The metal 2 layer:
(8 px per um)
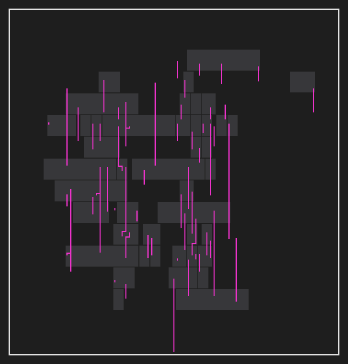
Clock wiring as the flow saved it:
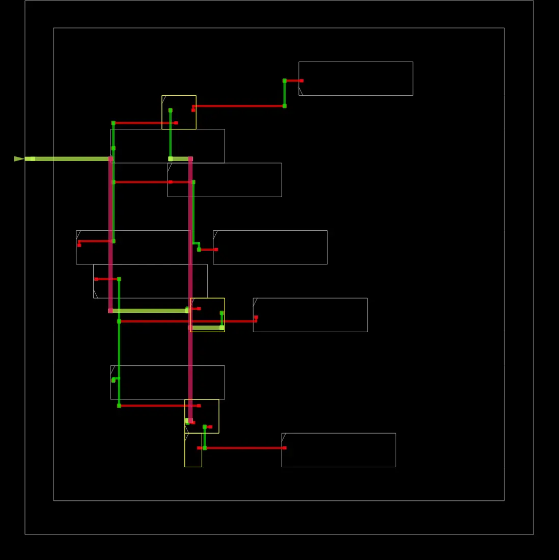
Clock network drawn from the DEF:
(12 px per um)
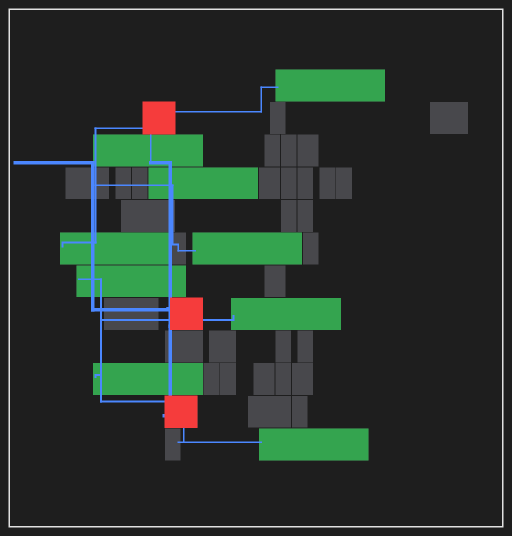
File: src/rtl/qpsk_modulator_if.sv
// Serial-bit / carrier-out port bundle for the QPSK modulator.
// The master drives the data bit; the slave (modulator) drives the carrier.
interface qpsk_modulator_if;
    logic x;
    logic y;

    modport master (output x, input y);
    modport slave  (input x, output y);
endinterface

File: src/rtl/qpsk_modulator.sv
// QPSK modulator: samples a serial bit stream, pairs bits into Gray-coded dibits,
// and emits a 1-bit square-wave carrier whose phase follows the current dibit.
module qpsk_modulator #(
    parameter int BIT_CLKS    = 4,
    parameter int CARRIER_QTR = 1
) (
    input  logic             clk,
    input  logic             rst,
    qpsk_modulator_if.slave  s_if
);

    localparam int PER  = 4 * CARRIER_QTR;
    localparam int PH_W = $clog2(PER);
    localparam int BC_W = $clog2(BIT_CLKS);

    logic [BC_W-1:0] r_bit_cnt;
    logic [PH_W-1:0] r_ph;
    logic            r_half;
    logic            r_first;
    logic [1:0]      r_sym;
    logic            r_y;

    logic            w_sample;
    logic [PH_W-1:0] w_off;
    logic [PH_W-1:0] w_p;
    logic            w_carrier;

    assign w_sample = (r_bit_cnt == BC_W'(BIT_CLKS - 1));

    // Gray mapping: 00->0, 01->90, 11->180, 10->270 degrees, as a phase-counter offset.
    always_comb begin
        w_off = '0;
        case (r_sym)
            2'b00:   w_off = '0;
            2'b01:   w_off = PH_W'(CARRIER_QTR);
            2'b11:   w_off = PH_W'(2 * CARRIER_QTR);
            2'b10:   w_off = PH_W'(3 * CARRIER_QTR);
            default: w_off = '0;
        endcase
    end

    // Modular subtraction; when PER is a power of two the truncated PER is zero
    // and the natural wrap of the PH_W-bit result gives the same answer.
    assign w_p       = (r_ph >= w_off) ? (r_ph - w_off) : (r_ph + PH_W'(PER) - w_off);
    assign w_carrier = (w_p < PH_W'(2 * CARRIER_QTR));

    always_ff @(posedge clk or posedge rst) begin
        if (rst) begin
            r_bit_cnt <= '0;
            r_ph      <= '0;
            r_half    <= 1'b0;
            r_first   <= 1'b0;
            r_sym     <= 2'b00;
            r_y       <= 1'b0;
        end else begin
            r_bit_cnt <= w_sample ? '0 : r_bit_cnt + 1'b1;
            r_ph      <= (r_ph == PH_W'(PER - 1)) ? '0 : r_ph + 1'b1;
            r_y       <= w_carrier;
            if (w_sample) begin
                if (!r_half) begin
                    r_first <= s_if.x;
                    r_half  <= 1'b1;
                end else begin
                    r_sym   <= {r_first, s_if.x};
                    r_half  <= 1'b0;
                end
            end
        end
    end

    assign s_if.y = r_y;

endmodule

File: src/flat_wrapper.sv
// flat-port wrapper written by rule: the top's interface ports become plain ports
module qpsk_modulator_flat 
#(
    parameter int BIT_CLKS    = 4,
    parameter int CARRIER_QTR = 1
)
  (clk, rst, s_if_x, s_if_y);
  qpsk_modulator_if s_if_i ();
  input  logic clk;
  input  logic rst;
  input wire logic [$bits(s_if_i.x)-1:0] s_if_x;
  output wire logic [$bits(s_if_i.y)-1:0] s_if_y;
  assign s_if_i.x = s_if_x;
  assign s_if_y = s_if_i.y;
  qpsk_modulator #(.BIT_CLKS(BIT_CLKS), .CARRIER_QTR(CARRIER_QTR)) u_core (.clk(clk), .rst(rst), .s_if(s_if_i));
endmodule
File: config.mk
export PLATFORM = sky130hd
export DESIGN_NAME = qpsk_modulator_flat
export DESIGN_NICKNAME = d
export VERILOG_FILES = /design/src/rtl/qpsk_modulator_if.sv /design/src/rtl/qpsk_modulator.sv /design/src/flat_wrapper.sv
export SDC_FILE = /design/constraint.sdc
export NUM_CORES = 1
export LEC_CHECK = 0
export ABC_AREA = 1
export CORE_AREA = 2 2 39 41
export CTS_CLUSTER_DIAMETER = 80
export DETAILED_ROUTE_END_ITERATION = 6
export DIE_AREA = 0 0 41 43
export GPL_TIMING_DRIVEN = 0
export MAX_ROUTING_LAYER = met4
export PLACE_DENSITY_LB_ADDON = 0.2
export SYNTH_ARGS = -nofsm -noshare
export SYNTH_HDL_FRONTEND = slang
export SYNTH_SLANG_ARGS = --single-unit
File: constraint.sdc
create_clock -name clk -period 2 [get_ports clk]
set_clock_uncertainty 0.2 [all_clocks]
set_input_delay 0.3 -clock clk [delete_from_list [all_inputs] [get_ports clk]]
set_output_delay 0.3 -clock clk [all_outputs]
set_load 0.1 [all_outputs]
==> results.py <==
# Generated from Yosys and OpenROAD reports
metrics = {
    "timing": {
        "fin_setup_tns_ps": 0,
        "fin_ws_ps": 82.1,
        "fin_crit_ps": 1920,
        "rsz0062_at_grt": "no",
    },
    "grt": {
        "met2_usage_pct": 12.2,
        "grt_busiest_layer": "met2",
        "antenna_found_initial": 0,
    },
    "yosys": {
        "muxShareOfSynthArea_pct": 0,
        "async_flop_share_pct": 100,
        "ys_cells": 37,
        "ys_seq_share_pct": 62.3,
        "yosysWarningCount": 0,
    },
    "clock_tree": {
        "clock_sinks": 9,
        "ctsHoldBuffers": 0,
        "clk_pin_slew_ps": 60,
        "clk_path_buf_depth": 2,
    },
    "placed_design": {
        "dp_slack_ps": 70.5,
        "routabilityCongestion": 0.685,
    },
    "setup_path": {
        "slowest_delay_ps": 840,
        "reg2reg_depth": 4,
        "rrSetupSlack_ps": 830,
        "cp.arrival_ps": 1420,
    },
    "flow_run": {
        "warning_count": 26,
        "maxCapViolCount": 0,
    },
    "routing": {
        "viasPerCell": 4.17,
        "dr.first_iter.drc_count": 5,
        "drc": 0,
        "routed-wl-met3_um": 26,
    },
    "die": {
        "die_width_um": 41,
    },
    "final_layout": {
        "drive_gt1_share_pct": 9.09,
        "layout_top_cells": "dfrtp_1 (9), inv_1 (8), nand2_1 (8)",
        "nets": 50,
    },
    "run_status": {
        "status": "finished, final reports clean",
    },
}
About 'the metal 2 layer':
- longest straight run: 14.3 um
- main direction: vertical

About 'clock wiring as the flow saved it':
clkbuf count: 4
CTS buffer count: 3

About 'clock network drawn from the DEF':
- red: clock-net drivers (count 3)
- green: flip-flops (count 9)
- blue: clock wires (length 139 um)
- routed clock nets: 4

-- registers in the layout, summed over array words and instances (netlist names) --
signal / flops
u_core.r_bit_cnt: 2
u_core.r_first: 1
u_core.r_half: 1
u_core.r_ph: 2
u_core.r_sym: 2
u_core.s_if.y: 1
-- cell type report --
class                           instances  area (sq um)
Tap cell                               16          20.0
Timing Repair Buffer                    3          28.8
Clock buffer                            4          26.3
Multi-Input combinational cell         20           106
Inverter                                8          30.0
Fill cell                             157           947
Sequential cell                         9           225
-- power groups by stage --
stage	Combinational (mW)	Clock, mW	Sequential (mW)
after detailed placement	0.0237	0	0.192
after CTS	0.0230	0.148	0.188
after floorplan	0.00821	0	0.199
final	0.0223	0.140	0.188
after global placement	0.0232	0	0.192
after global routing	0.0252	0.161	0.189
Power is estimated from default activity; no workload was simulated.
